==> config.mk <==
export PLATFORM = sky130hd
export DESIGN_NAME = regfile_scoreboard
export DESIGN_NICKNAME = d
export VERILOG_FILES = /design/src/rtl/regfile_scoreboard.sv
export SDC_FILE = /design/constraint.sdc
export NUM_CORES = 2
export LEC_CHECK = 0
export ABC_AREA = 1
export CORE_MARGIN = 2
export CORE_UTILIZATION = 40
export CTS_CLUSTER_DIAMETER = 40
export DETAILED_ROUTE_END_ITERATION = 8
export PLACE_DENSITY = 0.53
export SLEW_MARGIN = 15
export SYNTH_ARGS = -nofsm -noshare
export SYNTH_HDL_FRONTEND = slang
export SYNTH_SLANG_ARGS = --single-unit
==> constraint.sdc <==
create_clock -name Clk -period 11.6 [get_ports Clk]
set_input_delay 1.16 -clock Clk [delete_from_list [all_inputs] [get_ports Clk]]
set_output_delay 1.16 -clock Clk [all_outputs]
set_load 0.01 [all_outputs]
==> src/rtl/regfile_scoreboard.sv <==
// Purpose : 32x32 register file with per-register busy scoreboard and hazard stall.
// Latency : reads combinational with same-cycle writeback bypass; writes/busy/count 1 cycle.
// Backpressure: Stall blocks issue on RAW/WAW hazards; writeback is never blocked.
//
// Ports:
//   Clk, Rst               clock, synchronous active-low reset
//   ReadReg1/2, ReadData1/2  decode-side source reads (combinational, bypassed)
//   IssueValid/Writes/Dest   decode-side issue request; Stall blocks it
//   RegWrite/WriteReg/Data   writeback port; clears busy on the written register
//   PendingCount           registered count of busy registers
//   ErrWb                  one-cycle pulse: last cycle wrote a register that was not busy
module regfile_scoreboard #(
    parameter int DATA_W = 32,
    parameter int ADDR_W = 5,
    parameter int NREG   = 32
) (
    input  logic              Clk,
    input  logic              Rst,
    input  logic [ADDR_W-1:0] ReadReg1,
    input  logic [ADDR_W-1:0] ReadReg2,
    output logic [DATA_W-1:0] ReadData1,
    output logic [DATA_W-1:0] ReadData2,
    input  logic              IssueValid,
    input  logic              IssueWrites,
    input  logic [ADDR_W-1:0] IssueDest,
    output logic              Stall,
    input  logic              RegWrite,
    input  logic [ADDR_W-1:0] WriteReg,
    input  logic [DATA_W-1:0] WriteData,
    output logic [ADDR_W:0]   PendingCount,
    output logic              ErrWb
);

    logic [DATA_W-1:0] regs_q [NREG];
    logic [NREG-1:0]   busy_q, busy_d;
    logic [ADDR_W:0]   pend_q, pend_d;
    logic              err_q, err_d;

    logic wr_en;
    logic issue_set;

    // r0 is hardwired: it never takes a write and never becomes busy.
    assign wr_en = RegWrite && (WriteReg != '0);

    function automatic logic [DATA_W-1:0] read_port(input logic [ADDR_W-1:0] a);
        if (a == '0)
            return '0;
        else if (RegWrite && (WriteReg == a))
            return WriteData;
        else
            return regs_q[a];
    endfunction

    // A writeback landing this cycle resolves the hazard on its register.
    function automatic logic haz(input logic [ADDR_W-1:0] r);
        return busy_q[r] && (r != '0) && !(RegWrite && (WriteReg == r));
    endfunction

    assign ReadData1 = read_port(ReadReg1);
    assign ReadData2 = read_port(ReadReg2);

    // Both sources are always checked, even if the instruction ignores them.
    assign Stall = IssueValid &&
                   (haz(ReadReg1) || haz(ReadReg2) || (IssueWrites && haz(IssueDest)));

    assign issue_set = IssueValid && !Stall && IssueWrites && (IssueDest != '0);

    always_comb begin
        busy_d = busy_q;
        if (wr_en)
            busy_d[WriteReg] = 1'b0;
        // Set is applied after clear so a new producer wins over a retiring one.
        if (issue_set)
            busy_d[IssueDest] = 1'b1;
        busy_d[0] = 1'b0;

        pend_d = '0;
        for (int i = 0; i < NREG; i++)
            pend_d = pend_d + {{ADDR_W{1'b0}}, busy_d[i]};

        err_d = wr_en && !busy_q[WriteReg];
    end

    always_ff @(posedge Clk) begin
        if (!Rst) begin
            for (int i = 0; i < NREG; i++)
                regs_q[i] <= '0;
            busy_q <= '0;
            pend_q <= '0;
            err_q  <= 1'b0;
        end else begin
            if (wr_en)
                regs_q[WriteReg] <= WriteData;
            busy_q <= busy_d;
            pend_q <= pend_d;
            err_q  <= err_d;
        end
    end

    assign PendingCount = pend_q;
    assign ErrWb        = err_q;

endmodule

**Cells by drive strength**

The bar under the picture is 100 µm long.
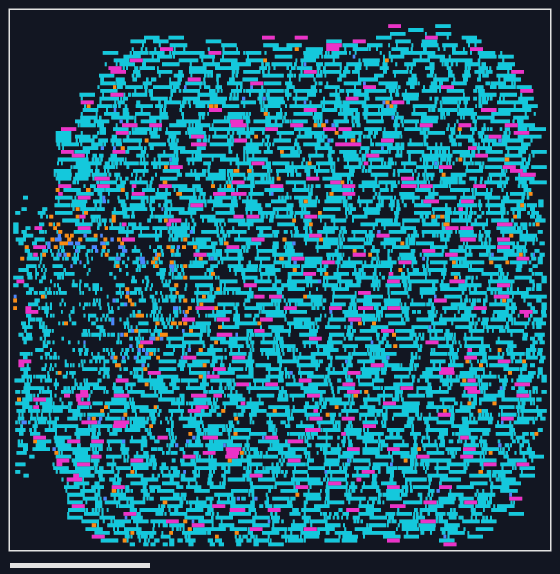
Key: cyan = drive 1 or less [cells 6174]; orange = drive 3 to 4 [cells 202]; magenta = drive 6 and up [cells 254]; blue = drive 2 [cells 126]
buffers outside the clock class: 286
Layout Area Growth over Synthesis: 15.6%
worst setup slack after layout: 3.08 ns
fin area: 67300 µm²

**Clock nets**

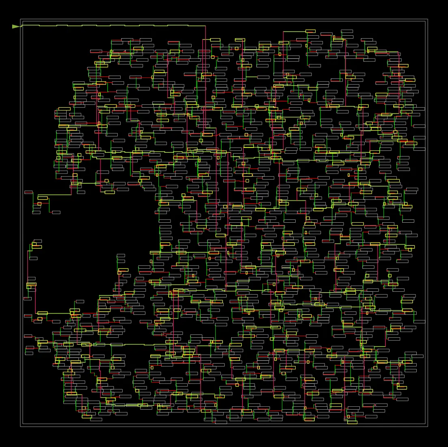
final-layout clock buffer total: 202
clock-net power: 5.69 mW
clk latency late pin: 0.82 ns
num sequential: 1062

**Port wiring**

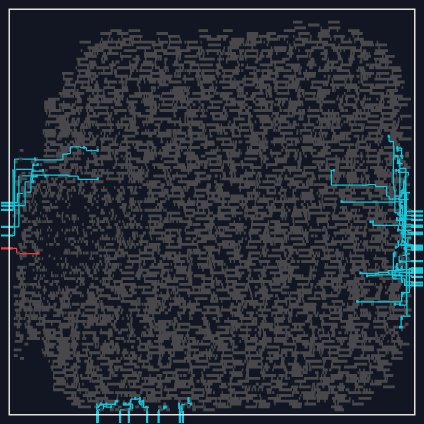
Key: cyan = WriteData [direction input, edge 19 east, 8 south, 5 west, end cells 83, buffers 32, wire 2030 µm]; red = IssueWrites [direction input, edge west, end cells 1, buffers 1, wire 27.8 µm]

**Where the registers sit**

The bar under the picture is 100 µm long. Other sequential cells in the stronger gray, the rest of the logic in the fainter gray.
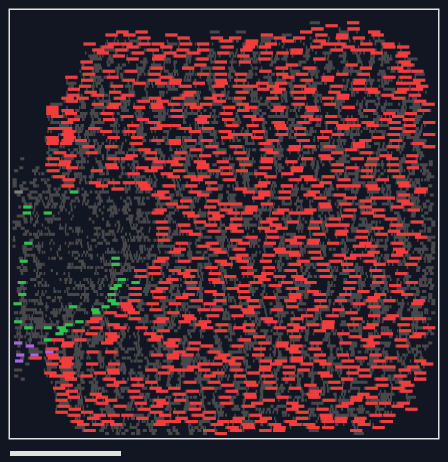
Key: red = regs_q [flops 1024, where all over the die]; purple = PendingCount [flops 6, where south-west]; green = busy_q [flops 31]
Another 1 sequential cells are not colored.
power consumed by sequential cells: 4.53 mW
area used by sequential logic in the layout: 31500 µm²
post-route core utilization: 0.464
fraction of area in registers: 0.468

**Routed metal, one color a layer**

The bar under the picture is 100 µm long.
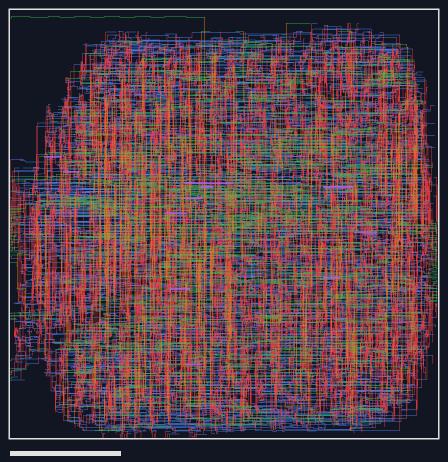
Key: purple = met5 [wire length 201 µm]; blue = met1 [wire length 105 mm]; green = met3 [wire length 35.9 mm]; red = met2 [wire length 120 mm]; orange = met4 [wire length 17000 µm]

==> CHANGELOG.md <==
## Flow update

* Layout cell share with drive strength beyond 1 at 0.0861
* Final weighted congestion in routability-driven placement at 0.912
* Minimum clock period at 8.52 ns
* Cells after Synth at 6734
* Detailed-routing iteration count for the pre-antenna-repair pass at 6
* Clock tree from TritonCTS: yes
* Synth top cells by count: nor2_1, edfxtp_1, o21ai_0
* Clock Skew at 0.0283 ns
* Core area at 145000 µm²
* Clock tree root buffer cell: clkbuf_16
* Final Max Slew Viols at 0
* Most common cell in the netlist: nor2_1
* Required time at the worst-slack endpoint at 12.35 ns
* Critical path endpoint category: flop
* Status: completed
* Power density over the cells at 173 nW/µm²
* Number of gates resized after CTS at 0
* Overall track demand over capacity in global routing at 0.366
* Clock-pin slew on the worst setup and hold paths at 0.05 ns
* Number of setup violations in the final report at 0
* I/O pin count at 129
* Dominant comb cell: AND-OR/OR-AND gates
* Via density per instance at 6.35
* Global-route wire length before repair at 388000 µm
* Distinct lib cells used at 40
* YS chip area at 58200 µm²
* Mean instance size in the synthesized netlist at 8.65 µm²
* Number of buffers between clock root and the deepest sink at 3
* Number of filler instances in the final layout at 13950
* Max-cap violation count at 0
* Netlist Area Pre-Place at 58200 µm²
* Remaining antenna violation count after routing at 0
-- per-layer routing --
layer | global-route usage | wire length (µm)
met5 | 0 | 200
met4 | 0.201 | 17000
met2 | 0.547 | 120000
met1 | 0.480 | 105000
met3 | 0.102 | 35900
-- placed cells by master (no fill, tap or decap), drive strengths merged --
cell / instances
edfxtp: 1024
dfxtp: 38
o21ba: 1
a31oi: 14
clkdlybuf4s50: 117
o211ai: 210
conb: 32
ha: 7
nand3: 313
a21oi: 399
nor3: 18
xor2: 1
diode: 3
fa: 23
clkbuf: 202
and2: 2
nor2: 1614
o2111ai: 60
nand4: 8
buf: 169
a211oi: 7
clkinvlp: 15
o21ai: 820
clkinv: 81
o22ai: 34
a22oi: 92
or2: 14
o221ai: 162
bufinv: 27
nand2: 716
inv: 476
o31ai: 11
a221oi: 49
-- flip-flops by register name, summed over array words and instances (netlist names) --
| name | count |
|---|---|
| regs_q | 1024 |
| ErrWb | 1 |
| PendingCount | 6 |
| busy_q | 31 |
-- worst max-delay path, stage by stage --
cell,delay (ns)
buf_6,0.41
inv_4,0.45
nand2_8,0.49
inv_6,0.28
nand2_1,0.12
nand2_1,0.06
nand2_1,0.05
nand2_1,0.05
nor2_1,0.12
nand2_1,0.09
nand3_2,0.11
nand2_1,0.10
nor2_2,0.73
nand3_1,0.23
and2_1,0.23
fa_1,0.59
fa_1,0.44
fa_1,0.49
inv_1,0.05
fa_1,0.53
fa_1,0.45
fa_1,0.50
fa_1,0.46
fa_1,0.48
a21oi_1,0.16
o21ba_2,0.15
o21ai_0,0.08
a21oi_1,0.15
-- area by class of cell --
type                            instances  area, µm²  share of cell area
Sequential cell                      1062      31500               0.468
Antenna cell                            3       7.51            0.000112
Timing Repair Buffer                  286       2500              0.0372
Inverter                              458       1750              0.0260
Tap cell                             1917       2400              0.0356
Clock buffer                          202       4690              0.0697
Multi-Input combinational cell       4607      22700               0.337
Clock inverter                        141       1770              0.0262
-- power by group --
| group | internal (mW) | total (mW) | switching [mW] |
|---|---|---|---|
| sequential | 4.42 | 4.53 | 0.106 |
| clock | 3.57 | 5.69 | 2.13 |
| combinational | 0.382 | 1.44 | 1.06 |
| total | 8.37 | 11.7 | 3.30 |
-- final timing paths --
kind                from              end  slack, ns  cells past startpoint
min           busy_q[10]       busy_q[10]       0.68                      2
min reg2reg   busy_q[10]       busy_q[10]       0.68                      2
max          ReadReg2[1]  PendingCount[4]       3.08                     28
max reg2reg    busy_q[3]  PendingCount[4]       4.41                     26
-- per-stage QoR --
| step | hold WS [ns] | utilization | setup slack [ns] | cell area [µm²] | std cells |
|---|---|---|---|---|---|
| floorplan | 0.471 | - | 4.58 | 58300 | 6765 |
| global placement | 0.678 | 0.420 | 2.37 | 60800 | 8330 |
| detailed placement | 0.675 | 0.420 | 2.34 | 60800 | 8330 |
| CTS | 0.686 | 0.464 | 3.19 | 67300 | 8673 |
| global route | 0.693 | 0.464 | 2.69 | 67300 | 8675 |
| finish | 0.676 | 0.464 | 3.08 | 67300 | 8676 |
Power figures rest on the tool's default switching activity, not on a simulated workload.
